[src/rtl/sumador_acumulador_param_pkg.sv]
// rtl/sumador_acumulador_param_pkg.sv - shared mode codes and reset value for the registered arithmetic unit
package sumador_acumulador_param_pkg;

  typedef enum logic [2:0] {
    MODO_HOLD  = 3'b000,
    MODO_ADD   = 3'b001,
    MODO_SUB   = 3'b010,
    MODO_CLEAR = 3'b011,
    MODO_ACC   = 3'b100,
    MODO_UP    = 3'b101,
    MODO_DOWN  = 3'b110,
    MODO_LOAD  = 3'b111
  } modo_e;

  // Every bit of Q takes this value on reset.
  localparam logic Q_RST_BIT = 1'b0;

endpackage

[src/rtl/sumador_acumulador_param_sumador.sv]
// rtl/sumador_acumulador_param_sumador.sv - combinational WIDTH-bit adder with carry-out and signed overflow
module sumador_nbits #(
  parameter int WIDTH = 4
) (
  input  logic [WIDTH-1:0] X,
  input  logic [WIDTH-1:0] Y,
  input  logic             ci,
  output logic [WIDTH-1:0] S,
  output logic             co,
  output logic             ovf
);

  assign {co, S} = {1'b0, X} + {1'b0, Y} + {{WIDTH{1'b0}}, ci};

  // Signed overflow: operands share a sign and the result sign differs from it.
  assign ovf = (X[WIDTH-1] == Y[WIDTH-1]) && (S[WIDTH-1] != X[WIDTH-1]);

endmodule

[src/rtl/sumador_acumulador_param.sv]
// rtl/sumador_acumulador_param.sv - WIDTH-bit registered add/sub/accumulate/count unit with status flags
module sumador_acumulador_param
  import sumador_acumulador_param_pkg::*;
#(
  parameter int WIDTH = 4,
  parameter bit SAT   = 1'b0
) (
  input  logic             CLK,
  input  logic             RST,
  input  logic [WIDTH-1:0] A,
  input  logic [WIDTH-1:0] B,
  input  logic             Cin,
  input  logic             ENB,
  input  logic [2:0]       MODO,
  output logic [WIDTH-1:0] Q,
  output logic             RCO,
  output logic             OVF,
  output logic             ZERO
);

  localparam logic [WIDTH-1:0] ONE      = {{(WIDTH-1){1'b0}}, 1'b1};
  localparam logic [WIDTH-1:0] ALL_ONES = {WIDTH{1'b1}};
  localparam logic [WIDTH-1:0] Q_RST    = {WIDTH{Q_RST_BIT}};

  modo_e            modo;
  logic [WIDTH-1:0] add_x, add_y, add_s;
  logic             add_ci, add_co, add_ovf;
  logic [WIDTH-1:0] nxt_q;
  logic             nxt_rco, nxt_ovf;

  assign modo = modo_e'(MODO);

  // Steer the shared adder; subtract/decrement go through X + ~Y + ~Cin so borrow = ~co.
  always_comb begin
    add_x  = A;
    add_y  = B;
    add_ci = Cin;
    case (modo)
      MODO_SUB: begin
        add_y  = ~B;
        add_ci = ~Cin;
      end
      MODO_ACC: begin
        add_x = Q;
        add_y = A;
      end
      MODO_UP: begin
        add_x  = Q;
        add_y  = '0;
        add_ci = 1'b1;
      end
      MODO_DOWN: begin
        add_x  = Q;
        add_y  = ~ONE;
        add_ci = 1'b1;
      end
      default: ;
    endcase
  end

  sumador_nbits #(.WIDTH(WIDTH)) u_sumador (
    .X   (add_x),
    .Y   (add_y),
    .ci  (add_ci),
    .S   (add_s),
    .co  (add_co),
    .ovf (add_ovf)
  );

  // Select next result and flags; saturation clamps Q but leaves RCO/OVF from the raw sum.
  always_comb begin
    nxt_q   = Q;
    nxt_rco = RCO;
    nxt_ovf = OVF;
    case (modo)
      MODO_ADD, MODO_ACC, MODO_UP: begin
        nxt_rco = add_co;
        nxt_ovf = add_ovf;
        nxt_q   = (SAT && add_co) ? ALL_ONES : add_s;
      end
      MODO_SUB, MODO_DOWN: begin
        nxt_rco = ~add_co;
        nxt_ovf = add_ovf;
        nxt_q   = (SAT && !add_co) ? '0 : add_s;
      end
      MODO_CLEAR: begin
        nxt_q   = '0;
        nxt_rco = 1'b0;
        nxt_ovf = 1'b0;
      end
      MODO_LOAD: begin
        nxt_q   = A;
        nxt_rco = 1'b0;
        nxt_ovf = 1'b0;
      end
      default: ;
    endcase
  end

  // Result and flag registers: reset wins, then enable freezes everything.
  always_ff @(posedge CLK) begin
    if (RST) begin
      Q    <= Q_RST;
      RCO  <= 1'b0;
      OVF  <= 1'b0;
      ZERO <= (Q_RST == '0);
    end else if (ENB) begin
      Q    <= nxt_q;
      RCO  <= nxt_rco;
      OVF  <= nxt_ovf;
      ZERO <= (nxt_q == '0);
    end
  end

endmodule
[config.mk]
export PLATFORM = sky130hd
export DESIGN_NAME = sumador_acumulador_param
export DESIGN_NICKNAME = d
export VERILOG_FILES = /design/src/rtl/sumador_acumulador_param_pkg.sv /design/src/rtl/sumador_acumulador_param_sumador.sv /design/src/rtl/sumador_acumulador_param.sv
export SDC_FILE = /design/constraint.sdc
export NUM_CORES = 1
export LEC_CHECK = 0
export CAP_MARGIN = 20
export CORE_AREA = 3 3 48 50
export DETAILED_ROUTE_END_ITERATION = 8
export DIE_AREA = 0 0 51 53
export PLACE_DENSITY = 0.66
export SYNTH_ARGS = -nofsm -noshare
export SYNTH_HDL_FRONTEND = slang
export SYNTH_HIERARCHICAL = 1
export SYNTH_SLANG_ARGS = --single-unit
[constraint.sdc]
create_clock -name CLK -period 3.3 [get_ports CLK]
set_clock_uncertainty 0.05 [all_clocks]
set_input_delay 0.66 -clock CLK [delete_from_list [all_inputs] [get_ports CLK]]
set_output_delay 0.66 -clock CLK [all_outputs]
set_load 0.005 [all_outputs]
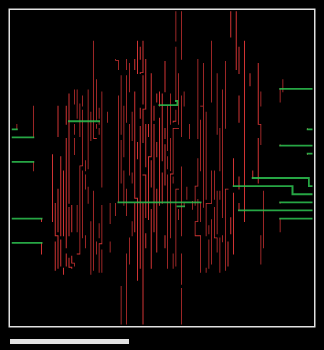
Run 1: signal wires by layer
Scale bar: 20 um. Two of the layers only.
colour	layer	wire length
green	M3	102 um
red	M2	1,170 um
WL final: 2190 um
Tot GR Track Use: 17.3%
vias: 879
Avg WL per Cell: 12.5 um

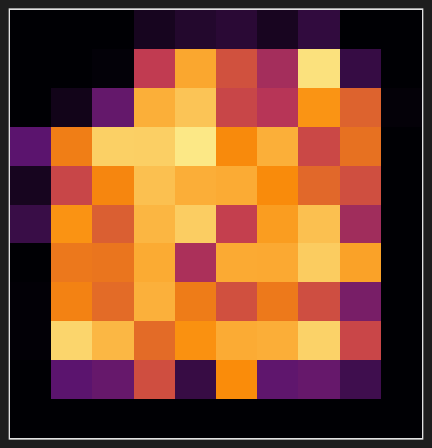
Run 1: placement density heat map
10 x 11 tiles, from black (low) to pale yellow (high), 0 to 100% covered.
mean over tiles	42%
tiles over 75% full	26%
densest ninth of the die	middle
nearly empty tiles	29%
fullest tile	95%
Pre-Place Util: 40.0%
final core occ: 60.6%
total core area: 1940 um^2

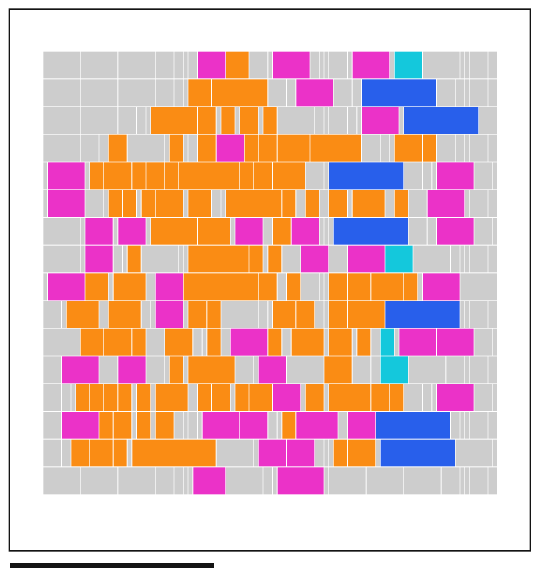
Run 1: placed cells, one colour a class
Scale bar: 20 um. Fill, decap, tap and diode cells in grey.
colour	class	cells
magenta	remaining buffers and delay cells	39
cyan	clock drivers and dummy loads	4
blue	registers	7
orange	remaining logic cells	98
flop share of the area: 11.9%
Rows: 16
final cell area excluding filler cells: 1180 um^2

==> results.yml, run 1 <==
# yosys + openroad results
outcome:
  outcome: "completed"
final_layout:
  drive_gt1_share_pct: 20.9
  nonClockBufferCount: 39
  fin_nets: 169
logic_synthesis:
  postSynthAreaPerCell_um2: 7.06
  ys_dominant_reg_cell: "dfxtp_1"
  ys_ff: 7
  synthCells: 110
  yosys_area_um2: 777
route:
  met1_length_um: 896
  dr.max_layer_used: "met4"
  drcViolationCount: 0
  dr_wl_met3_um: 101
min_path:
  whs_path_depth: 2
worst_setup_path:
  max_stage_delay_ns: 0.48
  cp-start-kind: "input port"
  reg2reg_depth: 8
  worstSetupPathType: "input port to flip-flop"
  crit_family: "adder cells"
place:
  place_hpwl_um: 1800
clock_tree:
  cts_root_buf: "clkbuf_4"
  clock_sinks: 7
sta:
  post-route-period-util_pct: 96.6
  finalCriticalPeriod_ns: 3.19
pwr:
  pwr-share-clk_pct: 19.4
  pg_comb_mw: 0.211
  power.switching_mw: 0.132
die:
  well_tap_count: 27
[run 1: what timing repair did]
| action | CTS | global route |
|---|---|---|
| gates cloned | 0 | 0 |
| buffers inserted | 0 | 2 |
| pin swaps | 0 | 1 |
| gates resized | 3 | 8 |
| hold buffers | 0 | 0 |
| endpoints found under the setup margin | 1 | 2 |
[run 1: state kept, by name (all words and copies together), names as in the netlist]
signal,cells
OVF,1
Q,4
RCO,1
ZERO,1
[run 1: cell usage in the layout (no fill, tap or decap), drive strengths merged, types with 3 or more instances in the layout]
master	Yosys	final
o211ai	4	4
dfxtp	7	7
nand3	5	5
a311oi	3	3
nand2b	3	3
clkdlybuf4s50	0	19
xnor2	3	3
nor2b	3	3
and2	3	3
o21ai	9	9
buf	3	18
nand2	16	16
nor3	3	3
inv	10	10
a21oi	7	7
clkbuf	2	4
nor2	13	13
ha	3	3
[run 1: cells by family after synthesis]
family | synth area share [%]
AOI/OAI and AO/OA | 28.2
xor gates and xnor gates | 3.38
adders and majority gates | 9.98
buffers and inverters | 8.86
DFF | 18.0
muxes | 3.38
and+or+nand+nor | 28.2
[run 1: worst max path at each step]
stage | from | to | slack [ns] | depth (start not counted)
finish | MODO[2] | ZERO | 0.11 | 10
global route | MODO[2] | ZERO | 0.04 | 10
CTS | MODO[0] | ZERO | 0.02 | 13
detailed placement | MODO[1] | ZERO | -0.32 | 11
global placement | MODO[0] | ZERO | -0.20 | 14
floorplan | MODO[0] | ZERO | 0.12 | 11
[run 1: through the flow]
| step | cell area, um^2 | setup slack [ns] |
|---|---|---|
| after floorplan | 777 | 0.123 |
| after global placement | 1110 | -0.199 |
| after detailed placement | 1110 | -0.317 |
| after CTS | 1130 | 0.0157 |
| after global routing | 1180 | 0.0409 |
| final | 1180 | 0.111 |
## Run 2: what changed since run 1
--- a/config.mk
+++ b/config.mk
@@ -6,9 +6,9 @@
 export NUM_CORES = 1
 export LEC_CHECK = 0
 export CAP_MARGIN = 20
-export CORE_AREA = 3 3 48 50
+export CORE_AREA = 2 2 47 49
 export DETAILED_ROUTE_END_ITERATION = 8
-export DIE_AREA = 0 0 51 53
+export DIE_AREA = 0 0 49 51
 export PLACE_DENSITY = 0.66
 export SYNTH_ARGS = -nofsm -noshare
 export SYNTH_HDL_FRONTEND = slang
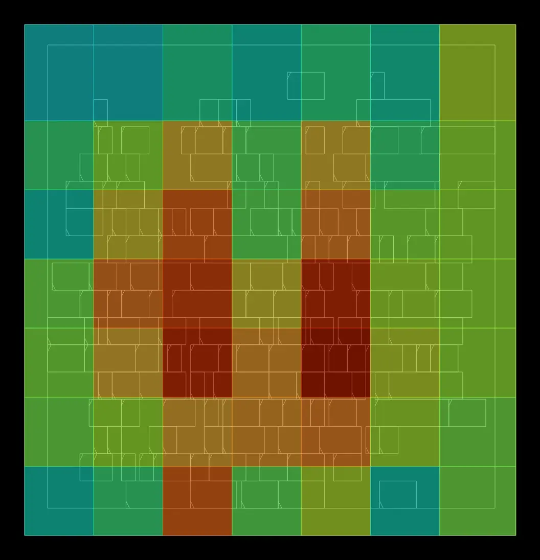
Run 2: track usage over the die
busiest grt layer: met2
final core occ: 58.3%
met2 usage: 35.6%
Tot GR Track Use: 18.5%

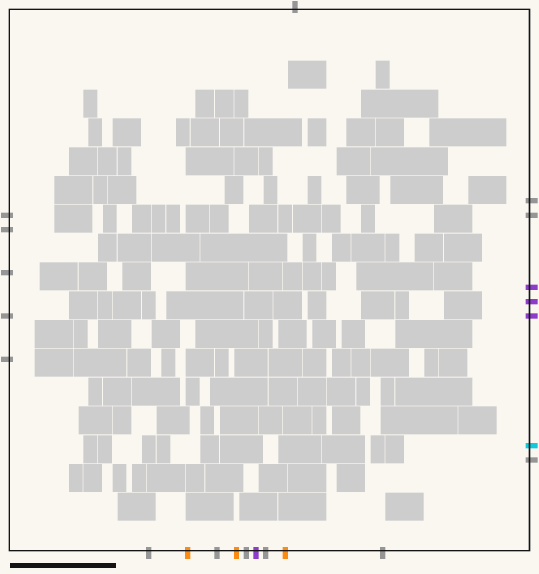
Run 2: pin map
Scale bar: 10 um. Pins as bars across the die edge, other pins in grey.
colour	port	pins	direction	edge
purple	Q	4	output	3 right, 1 bottom
orange	MODO	3	input	bottom
cyan	RST	1	input	right
die height: 51 um
die span in x: 49 um
I/O Buffers: 21

==> results.yml, run 2 <==
# yosys + openroad results
logic_synthesis:
  synthSimpleGateAreaFrac_pct: 28.2
  postSynthAreaPerCell_um2: 7.06
  ys_dominant_reg_cell: "dfxtp_1"
  synthMuxAreaShare_pct: 3.38
  compound_area_share_pct: 28.2
  ys_ff: 7
  ys_sh_xor_pct: 3.38
  adder_share_pct: 9.98
clock_tree:
  postCtsHoldBufs: 0
  post_cts_resized: 4
  cts_root_buf: "clkbuf_4"
  clock_sinks: 7
place:
  placed_cell_area_um2: 1130
  pre_cts_ws_ns: -0.318
route:
  met1_length_um: 892
  post_drt_wl_per_cell_um: 12.4
  dr_wl_met3_um: 84
  num_vias: 919
  drcViolationCount: 0
sta:
  finalCriticalPeriod_ns: 3.14
  fin_ws_ns: 0.164
worst_setup_path:
  cp-start-kind: "input port"
  worstSetupPathType: "input port to flip-flop"
die:
  rows: 17
  fp_util_pct: 37.7
outcome:
  outcome: "completed"
final_layout:
  mostFrequentLayoutCell: "clkdlybuf4s50_1"
  drive_gt1_share_pct: 22.1
  regMostFlops: "Q"
  fin_area_um2: 1200
==> run 2: netlist changes by cell type in the layout (fill, tap and decap cells not counted) <==
cell / previous run / this run
dlymetal6s2s_1: 1 / 2
inv_1: 9 / 10
nor2b_2: 0 / 1
dlygate4sd2_1: 1 / 0
inv_2: 1 / 0
nor2b_1: 3 / 2
nand2b_1: 2 / 1
nand2b_4: 1 / 2
buf_6: 1 / 2
==> run 2: where the power goes <==
part,total [mW],leakage [nW],switching [mW],internal (mW)
logic,0.212,0.462,0.0948,0.117
clock network,0.0746,0.0150,0.0286,0.0460
registers,0.102,0.0580,0.00856,0.0936
==> run 2: path summary, 6_finish.rpt <==
kind         slack, ns    to  cells past startpoint    start
max               0.16  ZERO                     10  MODO[2]
min reg2reg       0.44   OVF                      2      OVF
max reg2reg       0.90  ZERO                      8     Q[0]
min               0.44   OVF                      2      OVF
==> run 2: metal layers <==
| layer | up-vias | global-route usage [%] |
|---|---|---|
| met5 | - | 0 |
| met4 | 0 | 11.4 |
| met3 | 6 | 2.05 |
| met2 | 22 | 35.6 |
| met1 | 427 | 19.1 |
| li1 | 464 | - |
==> run 2: critical path, cell delays in order <==
cell	delay [ns]
clkdlybuf4s50_1	0.47
and2_1	0.16
mux2_4	0.32
fa_2	0.40
inv_1	0.08
fa_1	0.43
inv_1	0.09
a22oi_1	0.08
o2111a_1	0.25
a221o_1	0.29
==> run 2: per-stage QoR <==
stage                     setup TNS [ns]  util [%]
after floorplan                        0         -
after global placement            -0.234      54.6
after detailed placement          -0.612      54.6
after CTS                              0      56.3
after global routing                   0      58.3
final                                  0      58.3
==> run 2: layout make-up <==
type	instances	area, um^2
Timing Repair Buffer	40	365
Tap cell	28	35.0
Multi-Input combinational cell	88	599
Clock buffer	4	26.3
Sequential cell	7	140
Inverter	10	37.5
Fill cell	194	860
Power and IR drop assume default switching activity.
